==> src/rtl/blinky_pkg.sv <==
// Shared definitions for the LED blinker control path: button FSM states and default timings.
package blinky_pkg;

  typedef enum logic [1:0] {
    IDLE       = 2'd0,
    DB_PRESS   = 2'd1,
    PRESSED    = 2'd2,
    DB_RELEASE = 2'd3
  } btn_state_e;

  localparam int unsigned DB_CYCLES_DEF   = 1_000_000;
  localparam int unsigned LONG_CYCLES_DEF = 50_000_000;

endpackage : blinky_pkg

==> src/rtl/sync_2ff.sv <==
// Two-flop synchroniser for a single asynchronous input; resets to 0.
module sync_2ff (
  input  logic clk_i,
  input  logic rst_ni,
  input  logic d_i,
  output logic q_o
);

  logic meta;

  always_ff @(posedge clk_i or negedge rst_ni) begin
    if (!rst_ni) begin
      meta <= 1'b0;
      q_o  <= 1'b0;
    end else begin
      meta <= d_i;
      q_o  <= meta;
    end
  end

endmodule : sync_2ff

==> src/rtl/btn_toggle.sv <==
// Push-button conditioner: synchronise, debounce, toggle en_o on each accepted press.
// Optional long-press detection (long_o, forces en_o off) under BTN_TOGGLE_LONG_PRESS_EN.
module btn_toggle
  import blinky_pkg::*;
#(
  parameter int unsigned DB_CYCLES   = DB_CYCLES_DEF
`ifdef BTN_TOGGLE_LONG_PRESS_EN
 ,parameter int unsigned LONG_CYCLES = LONG_CYCLES_DEF
`endif
) (
  input  logic clk_i,
  input  logic rst_ni,
  input  logic btn_i,
  output logic en_o,
  output logic press_o
`ifdef BTN_TOGGLE_LONG_PRESS_EN
 ,output logic long_o
`endif
);

  localparam int unsigned      DB_DW   = $clog2(DB_CYCLES);
  localparam logic [DB_DW-1:0] DB_LAST = DB_DW'(DB_CYCLES - 1);

  btn_state_e       state;
  btn_state_e       state_nxt;
  logic             btn_s;
  logic [DB_DW-1:0] db_cnt;
  logic             db_done;
  logic             accept;
  logic             en_nxt;
  logic             press_nxt;

  sync_2ff u_sync (
    .clk_i  (clk_i),
    .rst_ni (rst_ni),
    .d_i    (btn_i),
    .q_o    (btn_s)
  );

  assign db_done = (db_cnt == DB_LAST);
  assign accept  = (state == DB_PRESS) && btn_s && db_done;

  // State register
  always_ff @(posedge clk_i or negedge rst_ni) begin
    if (!rst_ni) begin
      state <= IDLE;
    end else begin
      state <= state_nxt;
    end
  end

  // Next-state logic
  always_comb begin
    state_nxt = state;
    case (state)
      IDLE:       if (btn_s) state_nxt = DB_PRESS;
      DB_PRESS: begin
        if (!btn_s)       state_nxt = IDLE;
        else if (db_done) state_nxt = PRESSED;
      end
      PRESSED:    if (!btn_s) state_nxt = DB_RELEASE;
      DB_RELEASE: begin
        if (btn_s)        state_nxt = PRESSED;
        else if (db_done) state_nxt = IDLE;
      end
      default:    state_nxt = IDLE;
    endcase
  end

  // Debounce counter restarts on every state change, so it never passes DB_LAST
  always_ff @(posedge clk_i or negedge rst_ni) begin
    if (!rst_ni) begin
      db_cnt <= '0;
    end else if (state_nxt != state) begin
      db_cnt <= '0;
    end else if ((state == DB_PRESS) || (state == DB_RELEASE)) begin
      db_cnt <= db_cnt + DB_DW'(1);
    end
  end

`ifdef BTN_TOGGLE_LONG_PRESS_EN
  localparam int unsigned      LP_DW   = $clog2(LONG_CYCLES);
  localparam logic [LP_DW-1:0] LP_LAST = LP_DW'(LONG_CYCLES - 1);
  localparam logic [LP_DW-1:0] LP_PRE  = LP_DW'(LONG_CYCLES - 2);

  logic [LP_DW-1:0] lp_cnt;
  logic             long_hit;
  logic             long_nxt;

  // Fires only on the step into LP_LAST; saturation makes it once per press
  assign long_hit = (state == PRESSED) && (lp_cnt == LP_PRE);

  // Hold-time counter: cleared on a fresh accept, held across release bounces
  always_ff @(posedge clk_i or negedge rst_ni) begin
    if (!rst_ni) begin
      lp_cnt <= '0;
    end else if (accept) begin
      lp_cnt <= '0;
    end else if ((state == PRESSED) && (lp_cnt != LP_LAST)) begin
      lp_cnt <= lp_cnt + LP_DW'(1);
    end
  end
`endif

  // Output logic (next values of the registered outputs)
  always_comb begin
    press_nxt = accept;
    en_nxt    = en_o ^ accept;
`ifdef BTN_TOGGLE_LONG_PRESS_EN
    long_nxt  = long_hit;
    if (long_hit) en_nxt = 1'b0;
`endif
  end

  always_ff @(posedge clk_i or negedge rst_ni) begin
    if (!rst_ni) begin
      en_o    <= 1'b0;
      press_o <= 1'b0;
`ifdef BTN_TOGGLE_LONG_PRESS_EN
      long_o  <= 1'b0;
`endif
    end else begin
      en_o    <= en_nxt;
      press_o <= press_nxt;
`ifdef BTN_TOGGLE_LONG_PRESS_EN
      long_o  <= long_nxt;
`endif
    end
  end

endmodule : btn_toggle

==> config.mk <==
export PLATFORM = sky130hd
export DESIGN_NAME = btn_toggle
export DESIGN_NICKNAME = d
export VERILOG_FILES = /design/src/rtl/blinky_pkg.sv /design/src/rtl/sync_2ff.sv /design/src/rtl/btn_toggle.sv
export SDC_FILE = /design/constraint.sdc
export NUM_CORES = 1
export LEC_CHECK = 0
export CORE_ASPECT_RATIO = 1.2
export CORE_MARGIN = 2
export CORE_UTILIZATION = 55
export DETAILED_ROUTE_END_ITERATION = 6
export GPL_TIMING_DRIVEN = 0
export PLACE_DENSITY = 0.73
export SETUP_SLACK_MARGIN = 0.15
export SLEW_MARGIN = 25
export SYNTH_ARGS = -nofsm -noshare
export SYNTH_HDL_FRONTEND = slang
export SYNTH_HIERARCHICAL = 1
export SYNTH_SLANG_ARGS = --single-unit
==> constraint.sdc <==
create_clock -name clk_i -period 3 [get_ports clk_i]
set_input_delay 0.3 -clock clk_i [delete_from_list [all_inputs] [get_ports clk_i]]
set_output_delay 0.3 -clock clk_i [all_outputs]
set_load 0.005 [all_outputs]
==> results.json <==
{
  "grt_pass1_wl_um": 4620,
  "routabilityCongestion": 0.842,
  "edf_count": 0,
  "n_antenna_cell": 0,
  "syn_avg_cell_area_um2": 10.8,
  "synthAoiAreaFrac_pct": 20.8,
  "numSynthFlops": 26,
  "worstSkewPairLatency_ps": 330,
  "cts_root_buffer": "clkbuf_4",
  "top_area_cell": "dfrtp_1",
  "core_area_um2": 2310,
  "finalClockSkew_ps": 3.90,
  "busiest_layer": "met2",
  "place_ws_ps": 999,
  "common_cells": "dfrtp_1 (26), a22oi_1 (11), xor2_1 (8)",
  "clock_sinks": 26,
  "first_global_vias": 1048,
  "clockBufferDepth": 2,
  "chip_area_um2": 2840,
  "use_met3_pct": 2.32,
  "nFillCells": 196,
  "yosysWarnings": 6,
  "drt-met1-wl_um": 1220,
  "topCombFamilyByArea": "AND-OR/OR-AND gates",
  "die_y_um": 58.0,
  "simple_gate_share_pct": 18.7,
  "tightestPinTransition_ps": 580,
  "yosys.cell_types.count": 36,
  "area_growth_pct": 10.2,
  "top_layer_used": "met4",
  "fin_crit_ps": 2050,
  "hp-start": "u_sync/meta",
  "ant_nets": 0,
  "crit_fanout": 10,
  "r2r_cells": 6,
  "htreeDepth": 1,
  "tritoncts": "done",
  "lay_top_cells": "dfrtp_1 (26), a22oi_1 (11), xor2_1 (8)",
  "fa_ha_area_share_pct": 0.937,
  "min_to": "u_sync/q_o",
  "via_count": 1067,
  "synth-async-reset-ratio_pct": 100,
  "drtIter0Drc": 26,
  "p_leak_uw": 0.000611,
  "hp-class": "reg2reg",
  "reg2reg_slack_ps": 950,
  "area_leaders": "dfrtp_1 (49%), a22oi_1 (6.2%), xor2_1 (5.2%), o31ai_1 (3.9%), or4_1 (3.9%)",
  "max_cap_violations": 0,
  "peakVddDrop_mv": 0.277,
  "io_buffers": 4,
  "r2r-end": "db_cnt[14]",
  "post-cts-setup-buffer-count": 0,
  "wire_per_inst_um": 17.1,
  "rows": 19,
  "via_per_inst": 6.51,
  "syn_area_um2": 1340,
  "ys_seq_share_pct": 48.7,
  "clkTransAtPathRegs_ps": 150,
  "crit_arrival_ps": 2270,
  "track_usage_pct": 21.3,
  "final_cell_area_um2": 1470,
  "status": "completed",
  "grt_max_degree": 27,
  "hpwl_um": 1870,
  "clock.fmax_ghz": 0.488,
  "wl_met3_um": 71,
  "setup_viol": 0,
  "final_cells": 164,
  "muxShareOfSynthArea_pct": 1.59,
  "final_common_cell": "dfrtp_1",
  "syn_inst": 124,
  "top_area_share_pct": 48.7,
  "ys_cells": 124,
  "synth_top_cell_by_count": "dfrtp_1",
  "placed_cell_area_um2": 1410,
  "worst_setup_path_end_kind": "register",
  "tns_ps": 0,
  "drt_wl_total_um": 2810,
  "min_path_cells": 0,
  "top_level_ports": 5,
  "r2r-start": "db_cnt[0]",
  "initCoreUtil_pct": 57.9,
  "dieWidth_um": 49.0,
  "antenna_found_initial": 0,
  "critPathKind": "reg2reg",
  "rsz0062_at_grt": "no",
  "yosys-stat-area_um2": 1340,
  "drc": 0,
  "wl_met2_um": 1420,
  "grt_overflow_total": 0,
  "startpoint_type": "register",
  "cts_buffers": 3,
  "post_route_cells_drive_above_1_share_pct": 12.8,
  "finalClockPeriodUsage_pct": 68.3,
  "worst_slack_ps": 950,
  "power.density_nw_per_um2": 432,
  "warning_count": 26,
  "slew_headroom_pct": 61.3,
  "cp.required_ps": 3220,
  "nets": 138,
  "finalHoldViolCount": 0,
  "use_met1_pct": 26.4,
  "xor_share_pct": 5.90,
  "drtPass1Iterations": 4,
  "fp_nets": 128,
  "ff_type": "dfrtp_1",
  "met2_usage_pct": 37.6,
  "dp_cells": 159,
  "slew_viol_final": 0
}
what timing repair did:
item	in CTS	in global routing
hold endpoints to repair	26	0
setup endpoints to repair	0	0
resized	0	0
hold buffers	1	0
power breakdown:
part	switching [uW]	total, uW	internal [uW]	leakage (uW)
registers	3.37	358	355	0.000355
logic	22.1	32.3	10.2	0.000229
clock network	110	245	135	0.0000279
sequential cells by signal (all words and copies together) (netlist names):
register and flops:
db_cnt 20, state 2, en_o 1, press_o 1
u_sync/meta 1, u_sync/q_o 1
cell type report:
class,count,area (um^2),share of cell area (%)
Buffer,6,33.8,2.30
Clock buffer,3,22.5,1.53
Inverter,3,11.3,0.765
Tap cell,31,38.8,2.64
Clock inverter,1,30.0,2.04
Multi-Input combinational cell,89,639,43.5
Timing Repair Buffer,5,45.0,3.06
Sequential cell,26,651,44.2
stage by stage:
stage	power [uW]	utilization [%]	hold slack (ps)
2_1_floorplan	382	-	4.41
3_3_place_gp	396	61.3	346
3_5_place_dp	396	61.1	329
4_1_cts	638	63.8	379
5_1_grt	650	63.8	387
6_report	635	63.8	371
worst max-delay path by stage:
| stage | startpoint | to | slack, ps | cells after the start |
|---|---|---|---|---|
| CTS | db_cnt[0] | db_cnt[14] | 970 | 6 |
| finish | db_cnt[0] | db_cnt[14] | 950 | 6 |
| floorplan | db_cnt[0] | db_cnt[13] | 1360 | 6 |
| detailed placement | db_cnt[0] | db_cnt[13] | 1000 | 6 |
| global route | db_cnt[0] | db_cnt[14] | 830 | 6 |
| global placement | db_cnt[0] | db_cnt[13] | 1050 | 6 |
critical path, cell delays in order, from the launching register on:
cell and delay [ps]:
dfrtp_1 420, ha_1 170, and2_1 240, nand4_1 250, o211ai_2 500, buf_4 270
a22oi_1 100
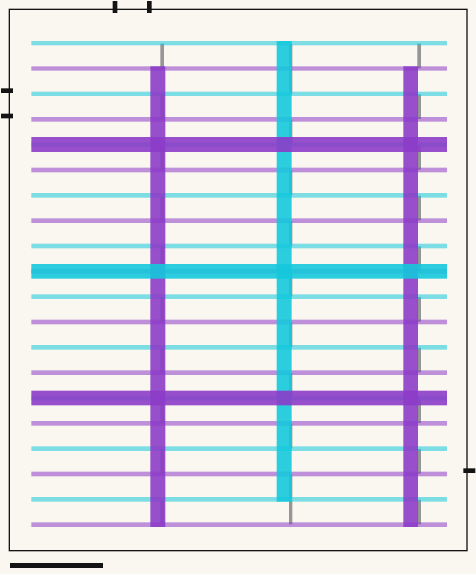
**Above:** PDN straps and rails.
The bar under the picture is 10 um long. Pins as bars on the die edge. Tap cells in grey.
VDD -> cyan
VSS -> purple
tap cells = 31
met1 rails = 20
signal pins = 5
rows = 19

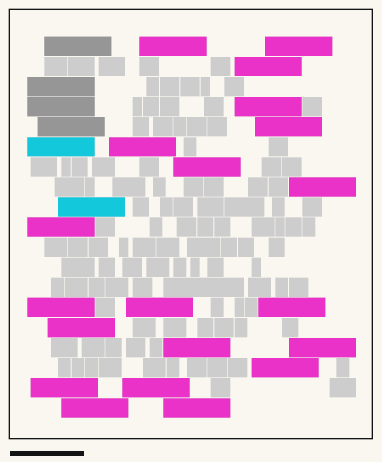
**Above:** sequential cells grouped by signal name.
The bar under the picture is 10 um long. Other sequential cells in the stronger grey, the rest of the logic in the fainter grey.
`db_cnt` -> magenta  # flops 20, where widely spread
`state` -> cyan  # flops 2
final core utilization: 63.8%
Power Sequential: 358 uW

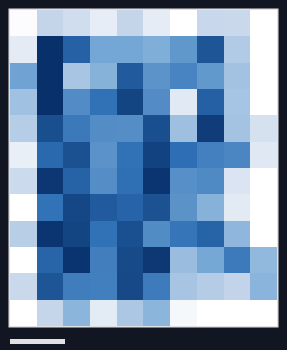
**Above:** local utilization.
The bar under the picture is 10 um long. The die is cut into 10 by 12 equal tiles; white is low, dark blue is high, 0 to 100% covered.
mean over tiles = 51%
fullest tile = 100%
densest ninth of the die = centre

No activity file was given, so power comes from the tool's default toggle rates.
